<file path="src/rtl/md5_dispatch_pkg.sv">
`default_nettype none
// ============================================================================
// Module   : md5_dispatch_pkg
// Purpose  : Shared sizes and FSM state encodings for the md5 dispatcher.
// Revision : 1.0 - initial release
// ============================================================================
package md5_dispatch_pkg;

    localparam int WORDS_PER_BLOCK = 16;
    localparam int DIGEST_WORDS    = 4;
    localparam int UNIT_AW         = 5;
    localparam int BLK_WAW         = 4;
    localparam int DIG_WAW         = 2;
    localparam int MAX_UNITS       = 32;

    typedef enum logic [1:0] {
        LD_IDLE  = 2'd0,
        LD_LOAD  = 2'd1,
        LD_START = 2'd2
    } load_state_t;

    typedef enum logic [2:0] {
        DR_SCAN = 3'd0,
        DR_ADDR = 3'd1,
        DR_DATA = 3'd2,
        DR_HOLD = 3'd3,
        DR_CLR  = 3'd4
    } drain_state_t;

endpackage
`default_nettype wire

</file>
<file path="src/rtl/md5_dispatch_prienc.sv">
`default_nettype none
// ============================================================================
// Module   : md5_dispatch_prienc
// Purpose  : Lowest-set-bit priority encoder returning an index and found flag.
// Revision : 1.0 - initial release
// ============================================================================
module md5_dispatch_prienc
    import md5_dispatch_pkg::*;
#(
    parameter int WIDTH = MAX_UNITS,
    parameter int IDX_W = UNIT_AW
) (
    input  logic [WIDTH-1:0] i_req,
    output logic [IDX_W-1:0] o_idx,
    output logic             o_found
);

    // Scan high to low so the lowest set bit wins the final assignment.
    always_comb begin
        o_idx   = '0;
        o_found = 1'b0;
        for (int i = WIDTH - 1; i >= 0; i--) begin
            if (i_req[i]) begin
                o_idx   = IDX_W'(i);
                o_found = 1'b1;
            end
        end
    end

endmodule
`default_nettype wire

</file>
<file path="src/rtl/md5_dispatcher.sv">
`default_nettype none
// ============================================================================
// Module   : md5_dispatcher
// Purpose  : Streams 512-bit blocks into free md5 units and drains digests,
//            tagged with their job ID. MD5_DISPATCH_CYCLES_EN appends a
//            per-unit busy-cycle count as a fifth digest word.
// Revision : 1.0 - initial release
// ============================================================================
module md5_dispatcher
    import md5_dispatch_pkg::*;
#(
    parameter int NUM_UNITS = 32,
    parameter int ID_W      = 8
) (
    input  logic            clk,
    input  logic            reset_n,
    input  logic            in_valid,
    output logic            in_ready,
    input  logic [31:0]     in_data,
    input  logic [ID_W-1:0] in_id,
    output logic            out_valid,
    input  logic            out_ready,
    output logic [31:0]     out_data,
    output logic [ID_W-1:0] out_id,
    output logic            out_last,
    output logic            md5_write,
    output logic [31:0]     md5_writedata,
    output logic [8:0]      md5_writeaddr,
    output logic [6:0]      md5_readaddr,
    input  logic [31:0]     md5_readdata,
    output logic [31:0]     md5_start,
    output logic [31:0]     md5_reset,
    input  logic [31:0]     md5_done
);

    localparam logic [31:0] C_UNIT_MASK = (NUM_UNITS >= 32) ? 32'hFFFF_FFFF
                                        : 32'((64'd1 << NUM_UNITS) - 64'd1);
`ifdef MD5_DISPATCH_CYCLES_EN
    localparam logic [2:0]  C_LAST_RC   = 3'(DIGEST_WORDS);
`else
    localparam logic [2:0]  C_LAST_RC   = 3'(DIGEST_WORDS - 1);
`endif

    logic [31:0]        r_busy;
    logic [ID_W-1:0]    r_tag [MAX_UNITS];

    load_state_t        r_ld_state;
    logic [UNIT_AW-1:0] r_lu;
    logic [BLK_WAW-1:0] r_wc;
    logic               r_in_ready;
    logic               r_md5_write;
    logic [31:0]        r_md5_writedata;
    logic [8:0]         r_md5_writeaddr;
    logic [31:0]        r_md5_start;

    drain_state_t       r_dr_state;
    logic [UNIT_AW-1:0] r_du;
    logic [2:0]         r_rc;
    logic [6:0]         r_md5_readaddr;
    logic [31:0]        r_md5_reset;
    logic               r_out_valid;
    logic [31:0]        r_out_data;
    logic [ID_W-1:0]    r_out_id;
    logic               r_out_last;

    logic [UNIT_AW-1:0] w_free_idx;
    logic               w_free_found;
    logic [UNIT_AW-1:0] w_done_idx;
    logic               w_done_found;
    logic               w_in_fire;
    logic [2:0]         w_rc_next;
    logic [31:0]        w_word;

    assign w_in_fire = in_valid & r_in_ready;
    assign w_rc_next = r_rc + 3'd1;

    md5_dispatch_prienc #(.WIDTH(MAX_UNITS), .IDX_W(UNIT_AW)) u_free_enc (
        .i_req   (~r_busy & C_UNIT_MASK),
        .o_idx   (w_free_idx),
        .o_found (w_free_found)
    );

    // A unit whose start pulse is still on the bus has not really begun yet.
    md5_dispatch_prienc #(.WIDTH(MAX_UNITS), .IDX_W(UNIT_AW)) u_done_enc (
        .i_req   (r_busy & md5_done & ~r_md5_start & C_UNIT_MASK),
        .o_idx   (w_done_idx),
        .o_found (w_done_found)
    );

    always_ff @(posedge clk) begin
        if (!reset_n) begin
            r_ld_state      <= LD_IDLE;
            r_lu            <= '0;
            r_wc            <= '0;
            r_in_ready      <= 1'b0;
            r_md5_write     <= 1'b0;
            r_md5_writedata <= '0;
            r_md5_writeaddr <= '0;
            r_md5_start     <= '0;
        end else begin
            r_md5_write <= 1'b0;
            r_md5_start <= '0;
            case (r_ld_state)
                LD_IDLE: begin
                    if (w_free_found) begin
                        r_lu       <= w_free_idx;
                        r_wc       <= '0;
                        r_in_ready <= 1'b1;
                        r_ld_state <= LD_LOAD;
                    end
                end
                LD_LOAD: begin
                    if (w_in_fire) begin
                        r_md5_write     <= 1'b1;
                        r_md5_writedata <= in_data;
                        r_md5_writeaddr <= {r_lu, r_wc};
                        r_wc            <= r_wc + BLK_WAW'(1);
                        if (r_wc == BLK_WAW'(WORDS_PER_BLOCK - 1)) begin
                            r_in_ready <= 1'b0;
                            r_ld_state <= LD_START;
                        end
                    end
                end
                LD_START: begin
                    r_md5_start <= 32'd1 << r_lu;
                    r_ld_state  <= LD_IDLE;
                end
                default: r_ld_state <= LD_IDLE;
            endcase
        end
    end

    always_ff @(posedge clk) begin
        if (reset_n && r_ld_state == LD_LOAD && w_in_fire && r_wc == '0) begin
            r_tag[r_lu] <= in_id;
        end
    end

    // Load and drain never share a unit, so set and clear cannot collide.
    always_ff @(posedge clk) begin
        if (!reset_n) begin
            r_busy <= '0;
        end else begin
            if (r_ld_state == LD_START) r_busy[r_lu] <= 1'b1;
            if (r_dr_state == DR_CLR)   r_busy[r_du] <= 1'b0;
        end
    end

`ifdef MD5_DISPATCH_CYCLES_EN
    logic [31:0] r_cyc [MAX_UNITS];

    for (genvar u = 0; u < MAX_UNITS; u++) begin : g_cyc
        always_ff @(posedge clk) begin
            if (!reset_n) begin
                r_cyc[u] <= '0;
            end else if (r_ld_state == LD_START && r_lu == UNIT_AW'(u)) begin
                r_cyc[u] <= '0;
            end else if (r_busy[u] && !md5_done[u]) begin
                r_cyc[u] <= r_cyc[u] + 32'd1;
            end
        end
    end

    assign w_word = (r_rc == 3'(DIGEST_WORDS)) ? r_cyc[r_du] : md5_readdata;
`else
    assign w_word = md5_readdata;
`endif

    always_ff @(posedge clk) begin
        if (!reset_n) begin
            r_dr_state     <= DR_SCAN;
            r_du           <= '0;
            r_rc           <= '0;
            r_md5_readaddr <= '0;
            r_md5_reset    <= '1;
            r_out_valid    <= 1'b0;
            r_out_data     <= '0;
            r_out_id       <= '0;
            r_out_last     <= 1'b0;
        end else begin
            r_md5_reset <= '0;
            case (r_dr_state)
                DR_SCAN: begin
                    if (w_done_found) begin
                        r_du           <= w_done_idx;
                        r_rc           <= '0;
                        r_md5_readaddr <= {w_done_idx, DIG_WAW'(0)};
                        r_dr_state     <= DR_ADDR;
                    end
                end
                DR_ADDR: r_dr_state <= DR_DATA;
                DR_DATA: begin
                    r_out_data  <= w_word;
                    r_out_id    <= r_tag[r_du];
                    r_out_last  <= (r_rc == C_LAST_RC);
                    r_out_valid <= 1'b1;
                    r_dr_state  <= DR_HOLD;
                end
                DR_HOLD: begin
                    if (out_ready) begin
                        r_out_valid <= 1'b0;
                        r_out_last  <= 1'b0;
                        if (r_out_last) begin
                            r_md5_reset <= 32'd1 << r_du;
                            r_dr_state  <= DR_CLR;
                        end else begin
                            r_rc           <= w_rc_next;
                            r_md5_readaddr <= {r_du, w_rc_next[DIG_WAW-1:0]};
                            r_dr_state     <= DR_ADDR;
                        end
                    end
                end
                DR_CLR:  r_dr_state <= DR_SCAN;
                default: r_dr_state <= DR_SCAN;
            endcase
        end
    end

    assign in_ready      = r_in_ready;
    assign md5_write     = r_md5_write;
    assign md5_writedata = r_md5_writedata;
    assign md5_writeaddr = r_md5_writeaddr;
    assign md5_start     = r_md5_start;
    assign md5_reset     = r_md5_reset;
    assign md5_readaddr  = r_md5_readaddr;
    assign out_valid     = r_out_valid;
    assign out_data      = r_out_data;
    assign out_id        = r_out_id;
    assign out_last      = r_out_last;

endmodule
`default_nettype wire

</file>
<file path="config.mk">
export PLATFORM = sky130hd
export DESIGN_NAME = md5_dispatcher
export DESIGN_NICKNAME = d
export VERILOG_FILES = /design/src/rtl/md5_dispatch_pkg.sv /design/src/rtl/md5_dispatch_prienc.sv /design/src/rtl/md5_dispatcher.sv
export SDC_FILE = /design/constraint.sdc
export NUM_CORES = 1
export LEC_CHECK = 0
export CORE_ASPECT_RATIO = 0.5
export CORE_MARGIN = 4
export CORE_UTILIZATION = 55
export DETAILED_ROUTE_END_ITERATION = 8
export DONT_BUFFER_PORTS = 1
export GPL_TIMING_DRIVEN = 0
export PLACE_DENSITY_LB_ADDON = 0.3
export SYNTH_ARGS = -nofsm -noshare
export SYNTH_HDL_FRONTEND = slang
export SYNTH_SLANG_ARGS = --single-unit
</file>
<file path="constraint.sdc">
create_clock -name clk -period 4.1 [get_ports clk]
set_input_delay 0.41 -clock clk [delete_from_list [all_inputs] [get_ports clk]]
set_output_delay 0.41 -clock clk [all_outputs]
set_load 0.01 [all_outputs]
</file>
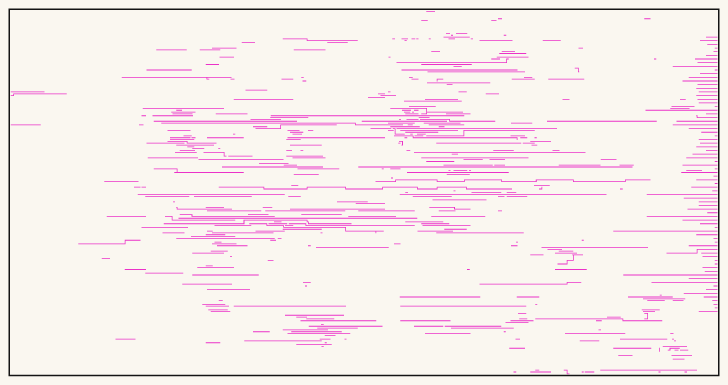
Fig. 1. Metal 3 (run 1).
The wires run mostly horizontal. 310 nets have wire on it.

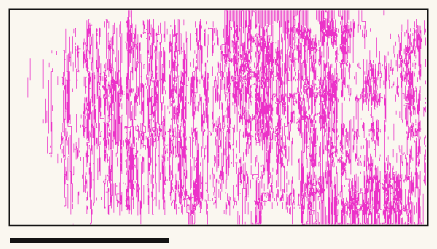
Fig. 2. Met2 routing (run 1).
Bar = 100 um.
The layer holds 46% of the routed length. The layer carries 23.2 mm of wire. The longest straight run is 69.0 um.

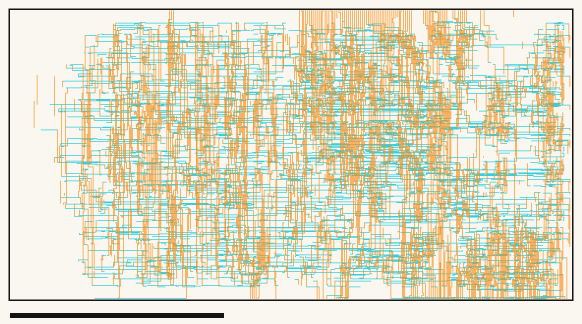
Fig. 3. Metal layers overlaid (run 1).
Bar = 100 um. Two of the layers only.
met2: in orange, wire length 23.2 mm. met1: in cyan, wire length 19200 um.

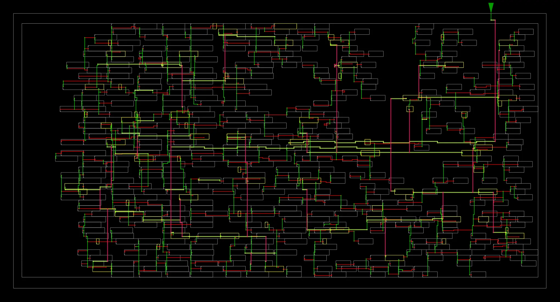
Fig. 4. Clock nets (run 1).
clock network power: 3.69 mW
Late-Pin Clk Latency: 0.56 ns
CTS buffer count: 40
clock sinks: 464
seq_cells: 464

==> CHANGELOG.md, run 1 <==
## Flow update

- Top cell area share: 43.0%
- EDFF count, synth: 256
- Synth Flop Type: edfxtp_1
- Hold path cells: 2
- Pins Over Slew Limit: 0
- Final Hold Viols: 0
- CTS max path bufs: 3
- Vias in the first global route: 11925
- Commonest Layout Cell: edfxtp_1
- CP Max Fanout: 10
- Status: completed
- Die area: 35600 sq um
- Initial antenna violation count: 4
- CTS tree: yes
- DRT met1 WL: around 19000 um
- Simple share: around an eighth
- Max stage delay on crit path: 0.61 ns
- Slew headroom: 17.6%
- Worst R2R End: out_id[1]
- Fin nets: about 1600
- Number of cells on the critical path: 6
- Synth Cell Area: 17900 sq um
- AO/OA Area Share: 8.26%
- Total power: approximately 8.8 mW
- Met1 Use GR: between 30 and 40%
- Heaviest power group: sequential cells
- Req. time, crit path: 4.51 ns
- Area of the core: 31900 sq um
- Largest net degree at the start of global routing: 33
- CP startpoint: r_du[0]
- Number of top-level pins: roughly 260
- Placed cells: 1816
- Min-Delay Path Class: in2reg
- Area delta synth->final: 14.0%
- First-pass GRT wire length: 73700 um
- GRT busiest layer: met2
- Ys flops: 464
- Setup WS post-layout: 1.14 ns
- Avg Cell Area, Syn: 12.9 sq um
- Top cells by area: edfxtp_1 43%, dfxtp_1 23%, mux4_2 10%
- CP endpoint kind: register
- Root buf cell: clkbuf_16
- Post-Route WL: 49800 um
- Detailed-route via count: 12223
- Comb area: ~5600 sq um
- RSZ-0062 raised after global routing: no
- Critical path type: reg2reg
- Synth Area in Adders: 0.280%
- Met3 wire length: 5170 um
- Tmin final: between 2 and 3 ns
- Antenna-violating nets left: 0
- Placed inst area: 18400 sq um
- Design Area, Final: a little over 20000 sq um
- Unique cell types: 64
- Dominant combinational family: simple AND/OR/NAND/NOR gates
- Final period util: approximately 72%
- Cell count in the Yosys report: between 1000 and 1500
- Gr usage total: 27.3%
- Fill cell count: about 2300
- Power Dens Cells: 434 nW/um^2
[run 1: synthesized netlist by cell type (all sizes together), types with 2 or more instances]
| cell type | number |
|---|---|
| nand4 | 19 |
| clkbuf | 68 |
| mux2i | 13 |
| a21boi | 2 |
| a21oi | 165 |
| or2 | 2 |
| nor4 | 4 |
| and3b | 7 |
| nand3 | 28 |
| a41oi | 3 |
| nor3b | 3 |
| or3b | 3 |
| nand3b | 28 |
| buf | 14 |
| inv | 15 |
| mux4 | 80 |
| and4 | 3 |
| o21ai | 61 |
| and2 | 2 |
| nor2b | 8 |
| a311o | 2 |
| nor3 | 11 |
| a311oi | 4 |
| nand2 | 199 |
| o21a | 5 |
| o211ai | 4 |
| and3 | 4 |
| edfxtp | 256 |
| ha | 4 |
| nand2b | 10 |
| a31oi | 8 |
| nor2 | 119 |
| dfxtp | 208 |
| or3 | 7 |
[run 1: what timing repair did]
item	CTS	global route
resized	0	0
hold buffers	65	0
setup endpoints to repair	0	0
endpoints found under the hold margin	313	0
[run 1: cell type report]
cell class                      count  area share, %
Sequential cell                   464           58.1
Multi-Input combinational cell    822           27.5
Clock buffer                       58           5.54
Timing Repair Buffer               65           3.49
Tap cell                          432           2.65
Buffer                             83           1.79
Clock inverter                     16          0.589
Inverter                           15          0.276
Antenna cell                        2         0.0245
[run 1: sequential cells by signal (all words and copies together), names as in the netlist, 2 cells and up]
| name | flops |
|---|---|
| r_tag | 256 |
| md5_reset | 32 |
| md5_start | 32 |
| md5_writedata | 32 |
| out_data | 32 |
| r_busy | 32 |
| md5_writeaddr | 9 |
| out_id | 8 |
| md5_readaddr | 5 |
| r_du | 5 |
| r_lu | 5 |
| r_wc | 4 |
| r_dr_state | 3 |
| r_rc | 3 |
| r_ld_state | 2 |
==> run 2: changes to the inputs <==
==> constraint.sdc (replaced) <==
create_clock -name clk -period 3.1 [get_ports clk]
set_input_delay 0.31 -clock clk [delete_from_list [all_inputs] [get_ports clk]]
set_output_delay 0.31 -clock clk [all_outputs]
set_load 0.01 [all_outputs]
==> run 2 against run 1 <==
  * Non-clock buffer count increased by 10
  * Combinational power increased by 38%
  * Core utilization increased by 0.31 points
  * Critical path depth unchanged
  * Final area increased by 0.49%
  * Hold slack improved by 0.044 ns
  * Sequential share of layout area decreased by 0.28 points
  * First-iteration DRC count decreased by 3.3%
  * Register-to-register slack got worse by 0.92 ns
  * Critical endpoint is now out_id[7]
  * Highest routed layer is now met4
==> CHANGELOG.md, run 2 <==
## Flow update

- #MultiIn Comb: 822
- Comb area: 5610 sq um
- Slew headroom: 16.7%
- Most flop-heavy register: r_tag
- Max stage delay on crit path: 0.61 ns
- Top cell area share: ~43%
- Max reg flops: 256
- AO/OA Area Share: 8.26%
- CP Max Fanout: 10
- NonClk Buf Share: 5.73%
- Status: completed
- Antenna-violating nets left: 0
- Synth Cell Area: 17900 sq um
- Top post-synthesis cells by count: 256 x edfxtp_1, 208 x dfxtp_1, 199 x nand2_1
- Detailed-route via count: 12358
- Min-Delay Path Class: in2reg
- Final period util: 93.2%
- Number of top-level pins: 264
- Buffers, non-clock: 158
- Critical path type: reg2reg
- Clock sinks: between 400 and 500
- Clk cell area share: 6.10%
- Top cells by area: edfxtp_1 43%, dfxtp_1 23%, mux4_2 10%
- Count leader, synth: edfxtp_1
- Ys flops: about 460
- Req. time, crit path: 3.51 ns
- Root buf cell: clkbuf_16
- Largest net degree at the start of global routing: 33
- CP endpoint kind: register
- CTS buffer count: 40
- # resized after CTS: 0
- CTS tree: yes
- Unique cell types: 64
- Tapcells: 432
- Clock buffer count: 58
- Synth Area in Adders: less than 1%
- Antenna diodes: 2
- Fin nets: 1613
- Tmin final: 2.89 ns
- Comb/total area: 27.4%
- Die area: between 30000 and 40000 sq um
- Final Hold Viols: 0
- Dominant combinational family: simple AND/OR/NAND/NOR gates
- Non-Clock Inverter Count: 15
- Gr usage total: 27.4%
- Avg Cell Area, Syn: 12.9 sq um
- Vias in the first global route: roughly 12000
- Seq area share: between 50% and 60%
- Synth Flop Type: edfxtp_1
- Late-Pin Clk Latency: approximately 0.56 ns
- Post-Route WL: between 50000 and 60000 um
- Cell count in the Yosys report: 1384
- Largest cell class: sequential cells
run 2: report_power, final:
part	switching (mW)	internal (mW)	leakage (nW)	total [mW]
registers	0.0473	6.52	3.99	6.56
logic	0.160	0.107	1.96	0.266
clock network	2.25	2.64	0.603	4.89
run 2: layer usage:
layer	part of all wire (%)	vias up	routed length [um]	track usage (%)
met3	9.6	146	4800	6.71
met5	0	-	0	0
met2	47	723	23400	43.9
met4	4.3	0	2130	10.6
li1	-	5351	-	-
met1	39	6138	19700	36.8
run 2: timing repair:
action	4_1_cts	5_1_grt
hold buffers	75	0
endpoints found under the setup margin	0	0
hold endpoints to repair	325	0
run 2: final timing paths:
path	from	endpoint	slack, ns	cells after the start
max	r_du[0]	out_id[7]	0.21	6
min	in_id[1]	r_tag[26][1]	0.05	1
max reg2reg	r_du[0]	out_id[7]	0.21	6
min reg2reg	r_rc[2]	r_rc[2]	0.46	2
run 2: logic make-up (layout without fill, tap and decap cells):
logic type | count (synthesis) | in the layout
buffers and inverters | 98 | 247
DFF | 464 | 464
other | 0 | 2
adders and majority gates | 4 | 4
muxes | 93 | 93
and+or+nand+nor | 460 | 460
AOI/OAI and AO/OA | 265 | 265
run 2: through the flow:
stage	util [%]	hold WS [ns]	area, sq um
6_report	64.3	0.0500	20500
5_1_grt	64.3	0.0503	20500
4_1_cts	64.2	0.0337	20500
3_5_place_dp	57.8	0.410	18400
3_3_place_gp	57.8	0.411	18400
2_1_floorplan	-	0.409	17900
run 2: worst register-to-register path: stages, from the launching register on:
cell and delay, ns:
dfxtp_1 0.32, clkbuf_1 0.45, buf_2 0.47, mux4_2 0.61, mux4_2 0.54, mux2i_1 0.23
a21oi_1 0.12
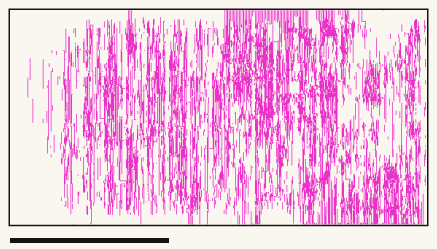
Fig. 5. Met2 routing (run 2).
Bar = 100 um.
The wires run mostly vertical. 1434 nets have wire on it.

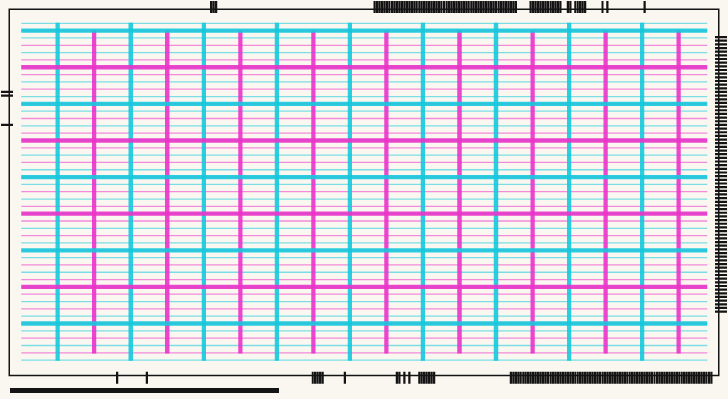
Fig. 6. Supply network (run 2).
Bar = 100 um. Pins as bars on the die edge.
VSS: in cyan. VDD: in magenta.
9 straps on met5. 47 met1 rails follow the rows. 18 straps on met4.

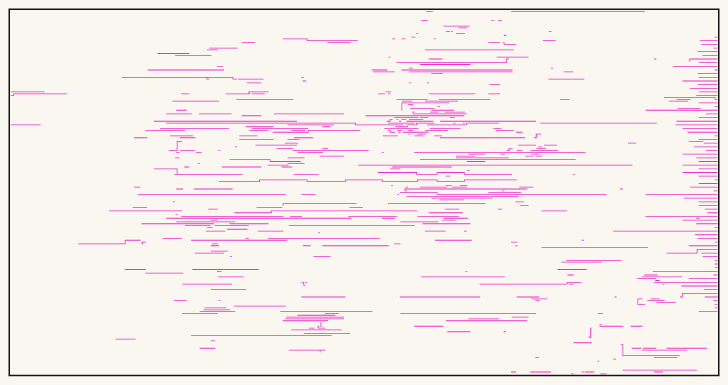
Fig. 7. Metal 3 (run 2).
304 nets have wire on it. The wires run mostly horizontal. The layer carries 4800 um of wire. The layer holds 9.6% of the routed length. The longest straight run is 102 um.

==> run 3: changes to the inputs <==
--- a/config.mk
+++ b/config.mk
@@ -10,6 +10,7 @@
 export CORE_UTILIZATION = 55
 export DETAILED_ROUTE_END_ITERATION = 8
 export DONT_BUFFER_PORTS = 1
+export GPL_ROUTABILITY_DRIVEN = 0
 export GPL_TIMING_DRIVEN = 0
 export PLACE_DENSITY_LB_ADDON = 0.3
 export SYNTH_ARGS = -nofsm -noshare
==> run 3 against run 2 <==
  * Core utilization grew 0.25 points
  * Non-clock buffer count is the same
  * Combinational power is essentially flat
  * Sequential power is essentially flat
  * Cell count is the same
  * Wire length shrank 2.6%
  * First-iteration DRC count grew 2.4%
  * Worst setup slack lost 0.071 ns
  * Sequential cell count is the same
  * Critical path type unchanged
  * Critical endpoint is now r_tag[22][5]
==> CHANGELOG.md, run 3 <==
## Flow update

- Req. time, crit path: around 3.3 ns
- Initial antenna violation count: 1
- Top post-synthesis cells by count: 256 x edfxtp_1, 208 x dfxtp_1, 199 x nand2_1
- Top cells by area: edfxtp_1 43%, dfxtp_1 23%, mux4_2 10%
- Sequential power: approximately 6.6 mW
- Final period util: 95.5%
- Tmin final: 2.96 ns
- Synth Flop Type: edfxtp_1
- Area delta synth->final: 15.0%
- Combinational power: 0.263 mW
- Post-Route WL: ~49000 um
- Internal power: 9.50 mW
- Final Hold Viols: 0
- Total grt overflow: 0
- CTS buffer count: 40
- Pins Over Slew Limit: 0
- Slew headroom: around a fifth
- Avg Cell Area, Syn: 12.9 sq um
- Number of top-level pins: between 200 and 300
- Commonest Layout Cell: edfxtp_1
- Reg power frac: 55.0%
- Late-Pin Clk Latency: roughly 0.55 ns
- CP endpoint kind: register
- Cell count in the Yosys report: 1384
- CP Max Fanout: 8
- WHS: 0.0539 ns
- First-pass GRT wire length: 73300 um
- Most flop-heavy register: r_tag
- Count leader, synth: edfxtp_1
- Vias in the first global route: 12113
- Sw Share: 20.4%
- Critical path type: reg2reg
- RSZ-0062 raised after global routing: yes
- Combinational Power Share: ~2.2%
- Largest net degree at the start of global routing: 33
- Antenna-violating nets left: 0
- Net Sw Power: 2.44 mW
- EDFF count, synth: 256
- Hold_buf cts: 75
- Top cell area share: a little over two fifths
- Heaviest power group: sequential cells
- Die area: about 36000 sq um
- Ys flops: 464
- Power Dens Cells: 580 nW/um^2
- Fin nets: between 1500 and 2000
- Clock network fraction of total power: a little over two fifths
- Status: completed
- Synth Cell Area: 17900 sq um
- Detailed-route via count: about 12000
- CTS tree: yes
- Unique cell types: approximately 64
- CTS max path bufs: 3
- Area of the core: 31900 sq um
==> run 3: metal layers <==
layer  up-vias  wire [um]  track usage [%]
li1       5356          -                -
met1      6080      18900             35.9
met2       808      22800             43.2
met3       143       5020             6.30
met4         0       1990             10.6
met5         -          0                0
==> run 3: logic make-up (layout without fill, tap and decap cells) <==
family | count (synthesis) | after routing | share of synthesized area, %
DFF | 464 | 464 | 66.3
and+or+nand+nor | 460 | 460 | 12.0
AOI/OAI and AO/OA | 265 | 265 | 8.26
buffers and inverters | 98 | 247 | 2.35
muxes | 93 | 93 | 10.8
adders and majority gates | 4 | 4 | 0.280
other | 0 | 2 | 0
==> run 3: worst paths after layout <==
kind / from / endpoint / slack [ns] / depth (start not counted)
worst max-delay path: r_ld_state[0] / r_tag[22][5] / 0.14 / 7
worst min-delay path: in_id[7] / r_tag[30][7] / 0.05 / 1
worst max register to register: r_ld_state[0] / r_tag[22][5] / 0.14 / 7
worst min register to register: r_rc[2] / r_rc[2] / 0.46 / 2
==> run 3: layout make-up <==
class / count / area [sq um]
multi-input combinational: 822 / 5620
tap: 432 / 541
clock inverter: 23 / 230
buffer: 83 / 364
sequential: 464 / 11900
timing repair buffer: 75 / 801
clock buffer: 51 / 1100
antenna: 2 / 5.00
fill: 2257 / 11300
inverter: 15 / 56.3
==> run 3: stage by stage <==
step | std cells | utilization [%] | TNS [ns] | cell area, sq um | setup slack, ns
5_1_grt | 1966 | 64.5 | -0.169 | 20600 | -0.0134
2_1_floorplan | 1384 | - | 0 | 17900 | 0.850
3_3_place_gp | 1816 | 57.8 | 0 | 18400 | 0.322
6_report | 1967 | 64.5 | 0 | 20600 | 0.141
3_5_place_dp | 1816 | 57.8 | 0 | 18400 | 0.254
4_1_cts | 1965 | 64.5 | 0 | 20600 | 0.209
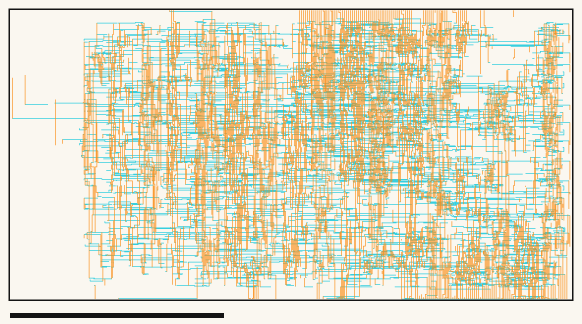
Fig. 8. Metal layers overlaid (run 3).
Bar = 100 um. Two of the layers only.
met1: in cyan, wire length 18900 um. met2: in orange, wire length 22.8 mm.

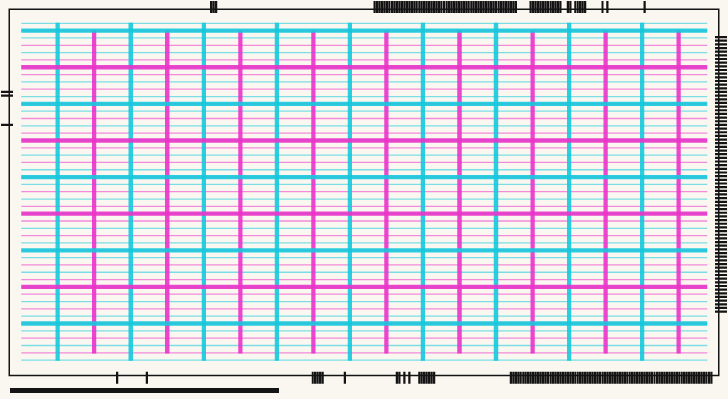
Fig. 9. Supply network (run 3).
Bar = 100 um. Pins as bars on the die edge.
VSS: in cyan. VDD: in magenta.
The core has 46 rows. 264 signal pins sit on the boundary.

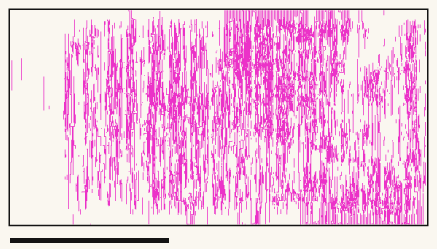
Fig. 10. Met2 routing (run 3).
Bar = 100 um.
The wires run mostly vertical. The layer holds 47% of the routed length. The longest straight run is 80.9 um.

Power and IR drop assume default switching activity.
